`src/rtl/branch_hazard_ctrl_pkg.sv`:
```
// Shared encodings for the ID-stage branch hazard controller: forward selects,
// controller states and the implicit-R15 register number.
package branch_ctrl_pkg;

  localparam int REG_W = 4;
  localparam logic [REG_W-1:0] R15_ADDR = 4'hF;

  typedef enum logic [2:0] {
    HS_NONE   = 3'b000,
    HS_EX_LO  = 3'b001,
    HS_EX_HI  = 3'b010,
    HS_MEM_LO = 3'b011,
    HS_MEM_HI = 3'b100
  } hs_e;

  typedef enum logic {
    ST_RUN   = 1'b0,
    ST_FLUSH = 1'b1
  } state_e;

  // Width of the flush down-counter, which holds at most n-1.
  function automatic int flush_cnt_w(input int n);
    return (n > 1) ? $clog2(n) : 1;
  endfunction

endpackage

```
`src/rtl/branch_hazard_ctrl_if.sv`:
```
// Pipeline <-> branch hazard controller signal bundle. The pipeline side is the
// master (presents ID/EX/MEM state), the controller is the slave.
interface branch_hazard_ctrl_if;
  import branch_ctrl_pkg::*;

  logic             id_branch;
  logic             id_jump;
  logic [REG_W-1:0] id_op1_reg;
  logic [REG_W-1:0] ex_dest_reg;
  logic             ex_reg_write;
  logic             ex_mem_read;
  logic             ex_wide;
  logic [REG_W-1:0] mem_dest_reg;
  logic             mem_reg_write;
  logic             mem_wide;
  logic             branch_taken;

  logic             hazard;
  logic [2:0]       hazard_select;
  logic             pc_write_en;
  logic             ifid_write_en;
  logic             ifid_flush;
  logic             idex_flush;
  logic             pc_src_branch;

  modport master (
    output id_branch, id_jump, id_op1_reg,
    output ex_dest_reg, ex_reg_write, ex_mem_read, ex_wide,
    output mem_dest_reg, mem_reg_write, mem_wide,
    output branch_taken,
    input  hazard, hazard_select, pc_write_en, ifid_write_en,
    input  ifid_flush, idex_flush, pc_src_branch
  );

  modport slave (
    input  id_branch, id_jump, id_op1_reg,
    input  ex_dest_reg, ex_reg_write, ex_mem_read, ex_wide,
    input  mem_dest_reg, mem_reg_write, mem_wide,
    input  branch_taken,
    output hazard, hazard_select, pc_write_en, ifid_write_en,
    output ifid_flush, idex_flush, pc_src_branch
  );

endinterface

```
`src/rtl/branch_hazard_ctrl_sat_counter.sv`:
```
// Enable-increment counter with synchronous clear that sticks at all-ones.
module sat_counter #(
  parameter int W = 16
) (
  input  logic         clk,
  input  logic         clr,
  input  logic         en,
  output logic [W-1:0] count
);

  always_ff @(posedge clk) begin
    if (clr) begin
      count <= '0;
    end else if (en && (count != '1)) begin
      count <= count + W'(1);
    end
  end

endmodule

```
`src/rtl/branch_hazard_ctrl.sv`:
```
// ID-stage branch sequencer: picks the comparator's Op1 forward path, stalls on
// unforwardable operands, redirects/flushes on taken branches and jumps.
module branch_hazard_ctrl
  import branch_ctrl_pkg::*;
#(
  parameter int FLUSH_CYCLES = 1,
  parameter int CNT_W        = 16
) (
  input  logic                 clk,
  input  logic                 rst,
  branch_hazard_ctrl_if.slave  bus,
  output logic [CNT_W-1:0]     taken_count,
  output logic [CNT_W-1:0]     stall_count
);

  localparam int FC_W = flush_cnt_w(FLUSH_CYCLES);

  state_e          state_q, state_d;
  logic [FC_W-1:0] fcnt_q, fcnt_d;
  hs_e             sel;
  logic            in_run;
  logic            cond_br;
  logic            load_use;
  logic            r15_pend;
  logic            stall;
  logic            resolve;

  assign in_run  = (state_q == ST_RUN);
  assign cond_br = in_run && bus.id_branch && !bus.id_jump;

  // Op1 forward select: EX before MEM, low half before high half.
  always_comb begin
    sel = HS_NONE;
    if (cond_br) begin
      if (bus.ex_reg_write && !bus.ex_mem_read && (bus.ex_dest_reg == bus.id_op1_reg)) begin
        sel = HS_EX_LO;
      end else if (bus.ex_wide && (bus.id_op1_reg == R15_ADDR)) begin
        sel = HS_EX_HI;
      end else if (bus.mem_reg_write && (bus.mem_dest_reg == bus.id_op1_reg)) begin
        sel = HS_MEM_LO;
      end else if (bus.mem_wide && (bus.id_op1_reg == R15_ADDR)) begin
        sel = HS_MEM_HI;
      end
    end
  end

  assign bus.hazard_select = sel;
  assign bus.hazard        = (sel != HS_NONE);

  // The comparator reads R15 implicitly with no bypass, so any in-flight R15 write blocks it.
  assign load_use = bus.ex_mem_read && bus.ex_reg_write && (bus.ex_dest_reg == bus.id_op1_reg);
  assign r15_pend = bus.ex_wide || bus.mem_wide
                 || (bus.ex_reg_write  && (bus.ex_dest_reg  == R15_ADDR))
                 || (bus.mem_reg_write && (bus.mem_dest_reg == R15_ADDR));
  assign stall    = cond_br && (load_use || r15_pend);
  assign resolve  = in_run && (bus.id_branch || bus.id_jump) && !stall && bus.branch_taken;

  always_ff @(posedge clk) begin
    if (rst) begin
      state_q <= ST_RUN;
      fcnt_q  <= '0;
    end else begin
      state_q <= state_d;
      fcnt_q  <= fcnt_d;
    end
  end

  always_comb begin
    state_d           = state_q;
    fcnt_d            = fcnt_q;
    bus.pc_write_en   = 1'b0;
    bus.ifid_write_en = 1'b0;
    bus.ifid_flush    = 1'b0;
    bus.idex_flush    = 1'b0;
    bus.pc_src_branch = 1'b0;
    unique case (state_q)
      ST_RUN: begin
        bus.pc_write_en   = 1'b1;
        bus.ifid_write_en = 1'b1;
        if (stall) begin
          bus.pc_write_en   = 1'b0;
          bus.ifid_write_en = 1'b0;
          bus.idex_flush    = 1'b1;
        end else if (resolve) begin
          bus.pc_src_branch = 1'b1;
          bus.ifid_flush    = 1'b1;
          if (FLUSH_CYCLES > 1) begin
            state_d = ST_FLUSH;
            fcnt_d  = FC_W'(FLUSH_CYCLES - 1);
          end
        end
      end
      ST_FLUSH: begin
        bus.ifid_flush = 1'b1;
        if (fcnt_q <= FC_W'(1)) begin
          state_d = ST_RUN;
          fcnt_d  = '0;
        end else begin
          fcnt_d  = fcnt_q - FC_W'(1);
        end
      end
      default: begin
        state_d = ST_RUN;
        fcnt_d  = '0;
      end
    endcase
  end

  sat_counter #(.W(CNT_W)) u_taken_cnt (
    .clk   (clk),
    .clr   (rst),
    .en    (resolve),
    .count (taken_count)
  );

  sat_counter #(.W(CNT_W)) u_stall_cnt (
    .clk   (clk),
    .clr   (rst),
    .en    (stall),
    .count (stall_count)
  );

endmodule
```
`src/flat_wrapper.sv`:
```
// flat-port wrapper written by rule: the top's interface ports become plain ports
module branch_hazard_ctrl_flat import branch_ctrl_pkg::*;
#(
  parameter int FLUSH_CYCLES = 1,
  parameter int CNT_W        = 16
)
  (clk, rst, taken_count, stall_count, bus_id_branch, bus_id_jump, bus_id_op1_reg, bus_ex_dest_reg, bus_ex_reg_write, bus_ex_mem_read, bus_ex_wide, bus_mem_dest_reg, bus_mem_reg_write, bus_mem_wide, bus_branch_taken, bus_hazard, bus_hazard_select, bus_pc_write_en, bus_ifid_write_en, bus_ifid_flush, bus_idex_flush, bus_pc_src_branch);
  branch_hazard_ctrl_if bus_i ();
  input  logic clk;
  input  logic rst;
  output logic [CNT_W-1:0] taken_count;
  output logic [CNT_W-1:0] stall_count;
  input wire logic [$bits(bus_i.id_branch)-1:0] bus_id_branch;
  input wire logic [$bits(bus_i.id_jump)-1:0] bus_id_jump;
  input wire logic [$bits(bus_i.id_op1_reg)-1:0] bus_id_op1_reg;
  input wire logic [$bits(bus_i.ex_dest_reg)-1:0] bus_ex_dest_reg;
  input wire logic [$bits(bus_i.ex_reg_write)-1:0] bus_ex_reg_write;
  input wire logic [$bits(bus_i.ex_mem_read)-1:0] bus_ex_mem_read;
  input wire logic [$bits(bus_i.ex_wide)-1:0] bus_ex_wide;
  input wire logic [$bits(bus_i.mem_dest_reg)-1:0] bus_mem_dest_reg;
  input wire logic [$bits(bus_i.mem_reg_write)-1:0] bus_mem_reg_write;
  input wire logic [$bits(bus_i.mem_wide)-1:0] bus_mem_wide;
  input wire logic [$bits(bus_i.branch_taken)-1:0] bus_branch_taken;
  output wire logic [$bits(bus_i.hazard)-1:0] bus_hazard;
  output wire logic [$bits(bus_i.hazard_select)-1:0] bus_hazard_select;
  output wire logic [$bits(bus_i.pc_write_en)-1:0] bus_pc_write_en;
  output wire logic [$bits(bus_i.ifid_write_en)-1:0] bus_ifid_write_en;
  output wire logic [$bits(bus_i.ifid_flush)-1:0] bus_ifid_flush;
  output wire logic [$bits(bus_i.idex_flush)-1:0] bus_idex_flush;
  output wire logic [$bits(bus_i.pc_src_branch)-1:0] bus_pc_src_branch;
  assign bus_i.id_branch = bus_id_branch;
  assign bus_i.id_jump = bus_id_jump;
  assign bus_i.id_op1_reg = bus_id_op1_reg;
  assign bus_i.ex_dest_reg = bus_ex_dest_reg;
  assign bus_i.ex_reg_write = bus_ex_reg_write;
  assign bus_i.ex_mem_read = bus_ex_mem_read;
  assign bus_i.ex_wide = bus_ex_wide;
  assign bus_i.mem_dest_reg = bus_mem_dest_reg;
  assign bus_i.mem_reg_write = bus_mem_reg_write;
  assign bus_i.mem_wide = bus_mem_wide;
  assign bus_i.branch_taken = bus_branch_taken;
  assign bus_hazard = bus_i.hazard;
  assign bus_hazard_select = bus_i.hazard_select;
  assign bus_pc_write_en = bus_i.pc_write_en;
  assign bus_ifid_write_en = bus_i.ifid_write_en;
  assign bus_ifid_flush = bus_i.ifid_flush;
  assign bus_idex_flush = bus_i.idex_flush;
  assign bus_pc_src_branch = bus_i.pc_src_branch;
  branch_hazard_ctrl #(.FLUSH_CYCLES(FLUSH_CYCLES), .CNT_W(CNT_W)) u_core (.clk(clk), .rst(rst), .bus(bus_i), .taken_count(taken_count), .stall_count(stall_count));
endmodule
```
`config.mk`:
```
export PLATFORM = sky130hd
export DESIGN_NAME = branch_hazard_ctrl_flat
export DESIGN_NICKNAME = d
export VERILOG_FILES = /design/src/rtl/branch_hazard_ctrl_pkg.sv /design/src/rtl/branch_hazard_ctrl_if.sv /design/src/rtl/branch_hazard_ctrl_sat_counter.sv /design/src/rtl/branch_hazard_ctrl.sv /design/src/flat_wrapper.sv
export SDC_FILE = /design/constraint.sdc
export NUM_CORES = 1
export LEC_CHECK = 0
export ABC_AREA = 0
export CAP_MARGIN = 10
export CORE_UTILIZATION = 29
export CTS_CLUSTER_DIAMETER = 200
export CTS_CLUSTER_SIZE = 24
export DETAILED_ROUTE_END_ITERATION = 7
export SYNTH_ARGS = -nofsm -noshare
export SYNTH_HDL_FRONTEND = slang
export SYNTH_SLANG_ARGS = --single-unit
```
`constraint.sdc`:
```
create_clock -name clk -period 4.69 [get_ports clk]
set_clock_uncertainty 0.05 [all_clocks]
set_input_delay 1.407 -clock clk [delete_from_list [all_inputs] [get_ports clk]]
set_output_delay 1.407 -clock clk [all_outputs]
set_load 0.02 [all_outputs]
```
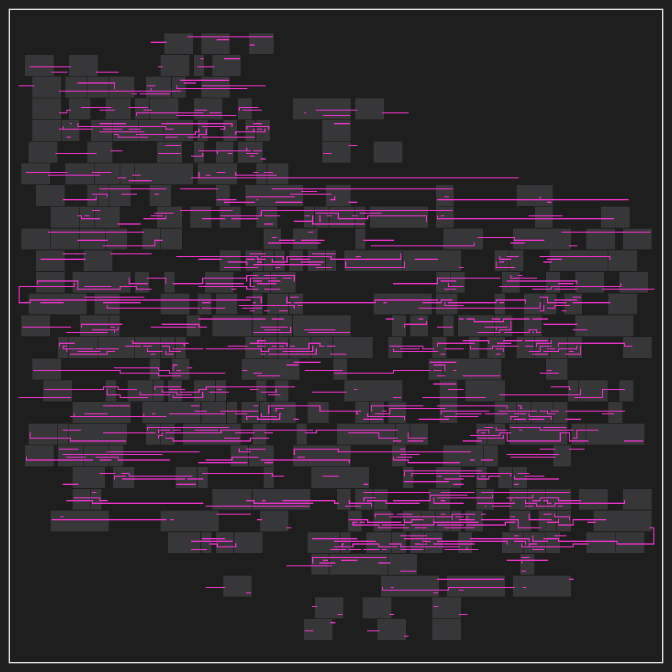
run_1/layer_met1.png
Cells faint in the background.
main direction = horizontal
wire length on this layer = 2340 µm

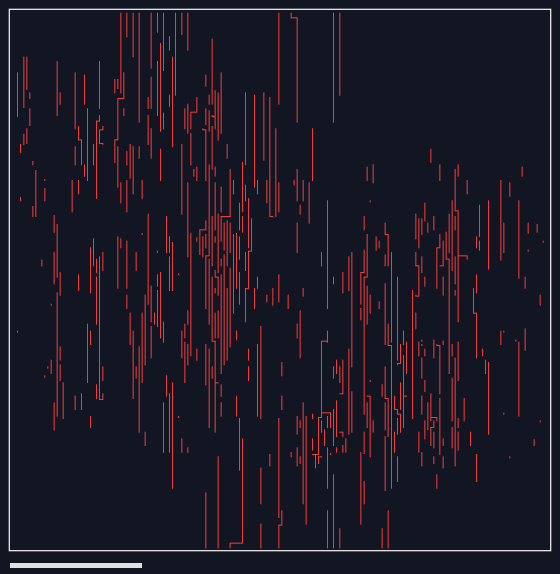
run_1/layer_met2.png
The bar under the picture is 20 µm long.
longest straight run = 21.6 µm
wire length on this layer = 2130 µm
nets with wire on the layer = 276

==> flow_metrics.env, run 1 <==
# yosys + openroad results
export IMPL_worstSetupStartpoint="bus_id_op1_reg[2]"
export IMPL_layout_top_registers="u_core.u_stall_cnt.count: 16 flops, u_core.u_taken_cnt.count: 16 flops"
export IMPL_synthesis_yosys_warnings=0
export IMPL_well_tap_count=75
export IMPL_critical_path_max_stage_delay_ns=0.44
export IMPL_drt_wirelength_per_cell_um=12.8
export IMPL_timing_final_crit_share_pct=98.2
export IMPL_timing_max_cap_violations=0
export IMPL_grt_met2_usage_pct=24.0
export IMPL_drive_gt1_share_pct=9.87
export IMPL_fin_hold_ws_ns=0.457
export IMPL_flow_area_growth_from_synthesis_pct=45.9
export IMPL_cts_clk_slew_worst_paths_ns=0.07
export IMPL_detailedPlace_worstSlack_ns=-0.289
export IMPL_filler_cell_count=616
export IMPL_worst_hold_path_type="reg2reg"
export IMPL_worst_hold_path_endpoint="u_core.u_taken_cnt.count[4]"
export IMPL_post_route_cell_area_um2=2690
export IMPL_seq_area_um2=641
export IMPL_critical_path_slowest_cell="clkdlybuf4s50_1"
export IMPL_power_report_internal_total_mw=0.435
export IMPL_highest_layer="met4"
export IMPL_initCoreUtil_pct=30.6
export IMPL_area_share_sequential_pct=23.8
export IMPL_worstHoldPathCells=2
export IMPL_setup_repair_after_global_routing_missed_its_margin="yes"
export IMPL_power_frac_clock_pct=39.0
export IMPL_p_sw_mw=0.150
export IMPL_gp_congestion=0.776
export IMPL_syn_num_nets=257
export IMPL_outcome="complete, no violations"
export IMPL_setup_viol_count_final=0
export IMPL_hpwlAfterDp_um=3590
export IMPL_grt_remaining_overflow=0
export IMPL_yosysSeqAreaShare_pct=34.7
export IMPL_cellLeakagePower_nw=0.914
export IMPL_maxSlewHeadroom_pct=46.1
export IMPL_openroad_warnings=27
export IMPL_nonClockInverterCount=2
export IMPL_number_of_cell_instances_after_yosys_synthesis=233
export IMPL_top_logic_kind="simple AND/OR/NAND/NOR gates"
export IMPL_critPathRequiredTime_ns=3.23
export IMPL_wirelength_met1_um=2340
export IMPL_clock_net_power_mw=0.228
export IMPL_layout_cells_most_common_list="clkdlybuf4s50_1 (53), dfxtp_1 (32), nand2_1 (20)"
export IMPL_total_power_mw=0.585
export IMPL_grt_use_met1_pct=21.0
export IMPL_synthDistinctLibCells=37
export IMPL_finalWorstPathRequiredPeriod_ns=4.60
export IMPL_gr_max_usage_layer="met2"
export IMPL_netSwitchingFraction_pct=25.7
export IMPL_synth_main_ff_cell="dfxtp_1"
export IMPL_holdCritStartpoint="u_core.u_taken_cnt.count[4]"
export IMPL_boundaryPins=63
export IMPL_insertion_delay_ns=0.29
export IMPL_worst_setup_path_end_kind="output pin"
export IMPL_buffer_depth_of_the_longest_clock_path=2
export IMPL_synthAdderAreaFrac_pct=1.36
export IMPL_totalNegativeSetupSlack_ns=0
export IMPL_cp_endpoint="bus_hazard"
export IMPL_first_global_vias=1775
export IMPL_numCtsBuffers=5
export IMPL_antenna_found_initial=0
export IMPL_grt_first_pass_wirelength_um=8160
export IMPL_simple_gate_share_pct=35.1
export IMPL_worst_setup_slack_after_layout_ns=0.0861
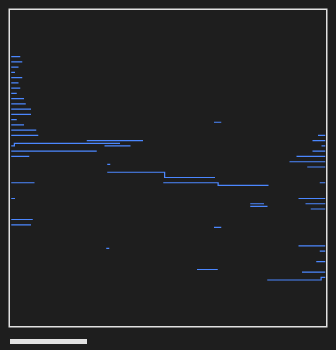
run_1/layer_met3.png
The bar under the picture is 20 µm long.
main direction = horizontal
nets with wire on the layer = 45
share of all routed wire = 5.9%
wire length on this layer = 288 µm
count of vias placed by the detailed router: 1941
met3 usage: 3.89%
drt total wl: 4830 µm

run_1/clocks.png
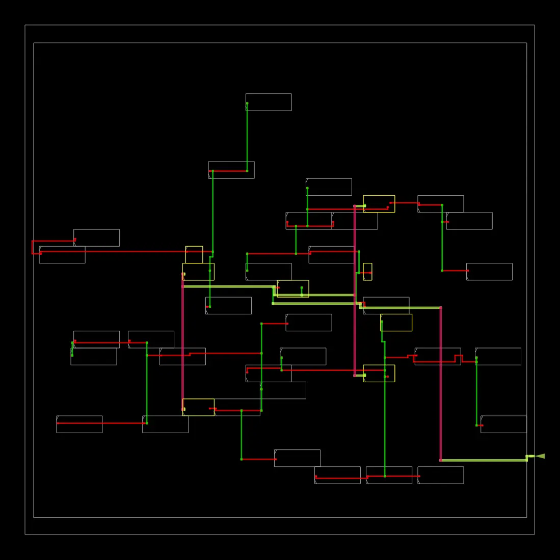

## Run 2: what changed since run 1
- RECOVER_POWER: unset -> 25
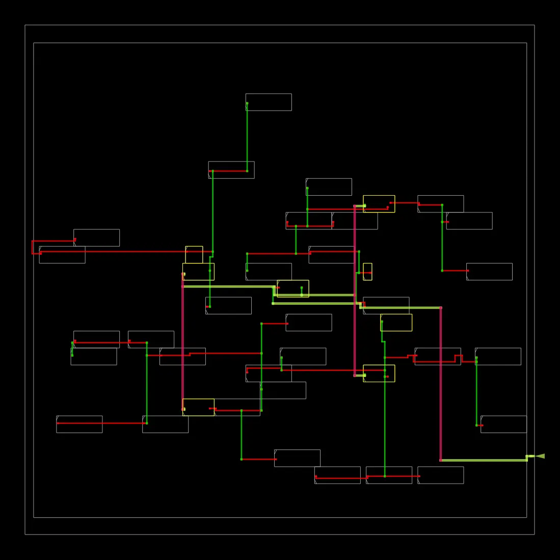
run_2/clocks.png
number of clock buffers inserted by TritonCTS: 5
number of clock buffers in the layout: 7
Late-Pin Clk Latency: 0.29 ns
power dissipated in the clock network: 0.228 mW

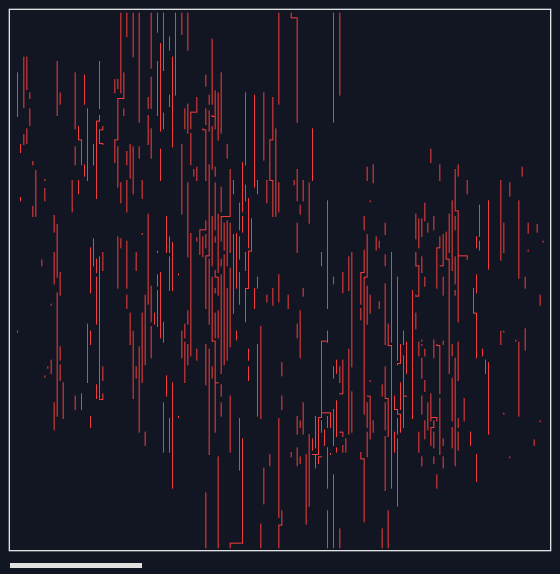
run_2/layer_met2.png
The bar under the picture is 20 µm long.
wire length on this layer = 2120 µm
longest straight run = 21.6 µm
main direction = vertical
nets with wire on the layer = 276
share of all routed wire = 44%

==> run 2 against run 1 <==
Against the previous run:
- final area did not move
- highest routed layer unchanged
- cell count did not move
- non-clock buffer count did not move
- utilization did not move
- total power barely moved
- worst hold slack got worse by 0.0026 ns
- critical path type unchanged
==> flow_metrics.env, run 2 <==
# yosys + openroad results
export IMPL_worst_r2r_cell_count=6
export IMPL_timing_final_crit_share_pct=98.2
export IMPL_syn_num_nets=257
export IMPL_grt_use_met1_pct=21.0
export IMPL_gp_congestion=0.776
export IMPL_layout_top_registers="u_core.u_stall_cnt.count: 16 flops, u_core.u_taken_cnt.count: 16 flops"
export IMPL_layout_cells_most_common_list="clkdlybuf4s50_1 (36), dfxtp_1 (32), nand2_1 (20)"
export IMPL_power_frac_clock_pct=39.0
export IMPL_holdCritStartpoint="u_core.u_taken_cnt.count[4]"
export IMPL_fin_hold_ws_ns=0.455
export IMPL_openroad_warnings=27
export IMPL_cts_clk_slew_worst_paths_ns=0.07
export IMPL_drt_wirelength_per_cell_um=12.8
export IMPL_seq_area_um2=641
export IMPL_netSwitchingFraction_pct=25.7
export IMPL_critPathRequiredTime_ns=3.23
export IMPL_timing_max_cap_violations=0
export IMPL_synth_main_ff_cell="dfxtp_1"
export IMPL_seq_cells=32
export IMPL_cellLeakagePower_nw=0.974
export IMPL_grt_first_pass_wirelength_um=8160
export IMPL_worst_setup_path_end_kind="output pin"
export IMPL_well_tap_count=75
export IMPL_buffer_depth_of_the_longest_clock_path=2
export IMPL_postSynthAreaPerCell_um2=7.92
export IMPL_worst_setup_slack_after_layout_ns=0.0863
export IMPL_synthAdderAreaFrac_pct=1.36
export IMPL_simple_gate_share_pct=35.1
export IMPL_detailedPlace_worstSlack_ns=-0.289
export IMPL_antenna_found_initial=0
export IMPL_power_report_internal_total_mw=0.434
export IMPL_synthDistinctLibCells=37
export IMPL_maxSlewHeadroom_pct=45.8
export IMPL_flow_area_growth_from_synthesis_pct=45.9
export IMPL_critical_path_max_stage_delay_ns=0.44
export IMPL_filler_cell_count=616
export IMPL_wirelength_met1_um=2350
export IMPL_area_share_sequential_pct=23.8
export IMPL_grt_met2_usage_pct=24.0
export IMPL_cp_endpoint="bus_hazard"
export IMPL_drive_gt1_share_pct=9.87
export IMPL_num_rows=28
export IMPL_p_sw_mw=0.150
export IMPL_total_power_mw=0.584
export IMPL_totalNegativeSetupSlack_ns=0
export IMPL_met3_usage_pct=3.89
export IMPL_gr_max_usage_layer="met2"
export IMPL_synthesis_yosys_warnings=0
export IMPL_worst_hold_path_type="reg2reg"
export IMPL_number_of_cell_instances_after_yosys_synthesis=233
export IMPL_worst_hold_path_endpoint="u_core.u_taken_cnt.count[4]"
export IMPL_yosysSeqAreaShare_pct=34.7
export IMPL_totalWireLength_um=4830
export IMPL_finalWorstPathRequiredPeriod_ns=4.60
export IMPL_first_global_vias=1775
export IMPL_setup_repair_after_global_routing_missed_its_margin="yes"
export IMPL_grt_remaining_overflow=0
export IMPL_boundaryPins=63
export IMPL_nonClockInverterCount=2
export IMPL_worstSetupStartpoint="bus_id_op1_reg[2]"
export IMPL_hpwlAfterDp_um=3590
export IMPL_dominant_cell_area_share_pct=34.7
export IMPL_worstHoldPathCells=2
export IMPL_top_logic_kind="simple AND/OR/NAND/NOR gates"
export IMPL_setup_viol_count_final=0
export IMPL_critical_path_slowest_cell="clkdlybuf4s50_1"
export IMPL_outcome="complete, no violations"
run_2/layer_met1.png
Cells faint in the background.
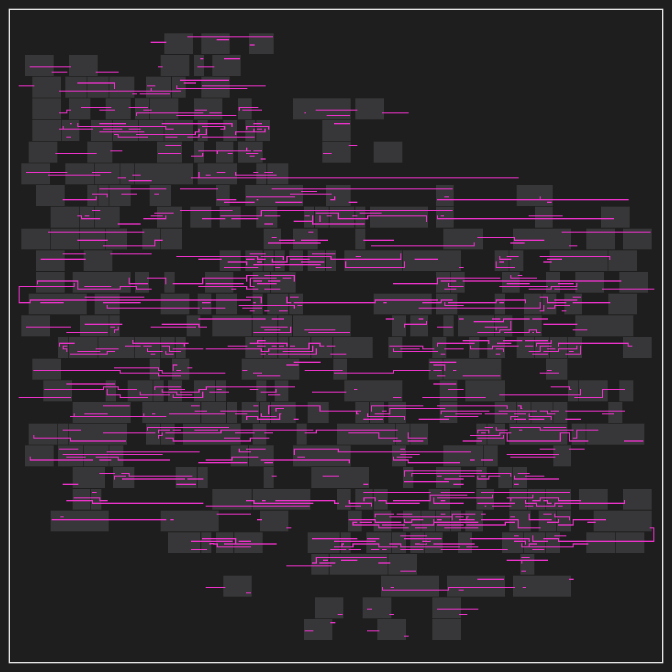

## Run 3: what changed since run 2
- CORE_ASPECT_RATIO: unset -> 0.8
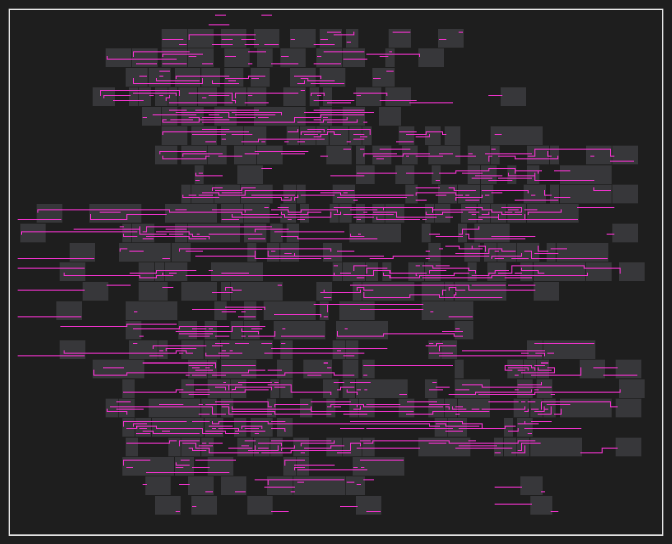
run_3/layer_met1.png
Cells faint in the background.
longest straight run = 26.2 µm
wire length on this layer = 2640 µm
main direction = horizontal
share of all routed wire = 53%
drt total wl: 4950 µm
grt met1 use: 23.3%
count of vias placed by the detailed router: 1936

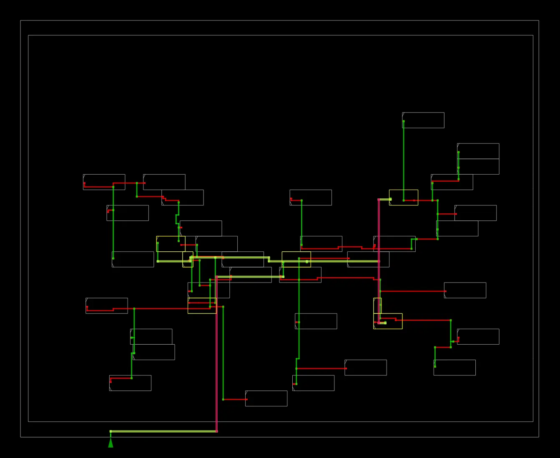
run_3/clocks.png
sequential cell count: 32
power dissipated in the clock network: 0.201 mW
Clock Sinks: 32
number of clock buffers in the layout: 6
Late-Pin Clk Latency: 0.28 ns

==> run 3 against run 2 <==
Against the previous run:
- first-iteration DRC count grew 29%
- worst hold slack gained 0.0022 ns
- routed wire length grew 2.3%
- total power shrank 4.5%
- synthesized area is the same
- sequential share of layout area is essentially flat
- cell count grew 1.6%
- critical path type unchanged
- critical endpoint is now bus_ifid_flush
- largest power group unchanged
==> flow_metrics.env, run 3 <==
# yosys + openroad results
export IMPL_synthesis_yosys_warnings=0
export IMPL_antenna_found_initial=0
export IMPL_critPathRequiredTime_ns=3.23
export IMPL_postSynthAreaPerCell_um2=7.92
export IMPL_num_rows=25
export IMPL_wirelength_met1_um=2640
export IMPL_synthAdderAreaFrac_pct=1.36
export IMPL_met3_usage_pct=3.21
export IMPL_critical_path_slowest_cell="clkdlybuf4s50_1"
export IMPL_boundaryPins=63
export IMPL_syn_num_nets=257
export IMPL_yosysSeqAreaShare_pct=34.7
export IMPL_setup_viol_count_final=0
export IMPL_finalWorstPathRequiredPeriod_ns=4.64
export IMPL_maxSlewHeadroom_pct=51.7
export IMPL_drt_wirelength_per_cell_um=12.8
export IMPL_power_report_internal_total_mw=0.415
export IMPL_p_sw_mw=0.143
export IMPL_fin_hold_ws_ns=0.457
export IMPL_first_iter_violations=107
export IMPL_cellLeakagePower_nw=0.981
export IMPL_totalNegativeSetupSlack_ns=0
export IMPL_simple_gate_share_pct=35.1
export IMPL_well_tap_count=81
export IMPL_top_logic_kind="simple AND/OR/NAND/NOR gates"
export IMPL_nonClockInverterCount=2
export IMPL_synthDistinctLibCells=37
export IMPL_worstHoldPathCells=2
export IMPL_worstSetupStartpoint="bus_mem_dest_reg[2]"
export IMPL_cp_endpoint="bus_ifid_flush"
export IMPL_outcome="complete, no violations"
export IMPL_finish_utilization_pct=44.5
export IMPL_hpwlAfterDp_um=3740
export IMPL_flow_area_growth_from_synthesis_pct=45.8
export IMPL_grt_remaining_overflow=0
export IMPL_global_route_usage_total_pct=15.3
export IMPL_power_density_nw_per_um2=208
export IMPL_critical_path_max_stage_delay_ns=0.41
export IMPL_numCtsBuffers=5
export IMPL_timing_final_crit_share_pct=98.9
export IMPL_residual_antenna_violating_net_count_after_detailed_routing=0
export IMPL_holdCritStartpoint="u_core.u_taken_cnt.count[4]"
export IMPL_cts_clk_slew_worst_paths_ns=0.07
export IMPL_worst_hold_path_endpoint="u_core.u_taken_cnt.count[4]"
export IMPL_gp_congestion=0.776
export IMPL_detailedPlace_worstSlack_ns=-0.243
export IMPL_worst_setup_slack_after_layout_ns=0.0510
export IMPL_worst_r2r_cell_count=6
export IMPL_total_power_mw=0.558
export IMPL_worst_hold_path_type="reg2reg"
export IMPL_grt_first_pass_wirelength_um=8090
export IMPL_gr_max_usage_layer="met1"
export IMPL_buffer_depth_of_the_longest_clock_path=2
export IMPL_layout_top_registers="u_core.u_stall_cnt.count: 16 flops, u_core.u_taken_cnt.count: 16 flops"
export IMPL_worst_setup_path_end_kind="output pin"
export IMPL_dominant_cell_area_share_pct=34.7
export IMPL_initCoreUtil_pct=30.5
export IMPL_netSwitchingFraction_pct=25.6
export IMPL_clockRootBuffer="clkbuf_8"
export IMPL_first_global_vias=1683
export IMPL_setup_repair_after_global_routing_missed_its_margin="yes"
export IMPL_dr_wl_met2_um=2090
export IMPL_layout_cells_most_common_list="clkdlybuf4s50_1 (36), dfxtp_1 (32), nand2_1 (20)"
export IMPL_filler_cell_count=623
export IMPL_grt_met2_usage_pct=21.1
export IMPL_area_share_sequential_pct=23.8
export IMPL_seq_area_um2=641
No activity file was given, so power comes from the tool's default toggle rates.
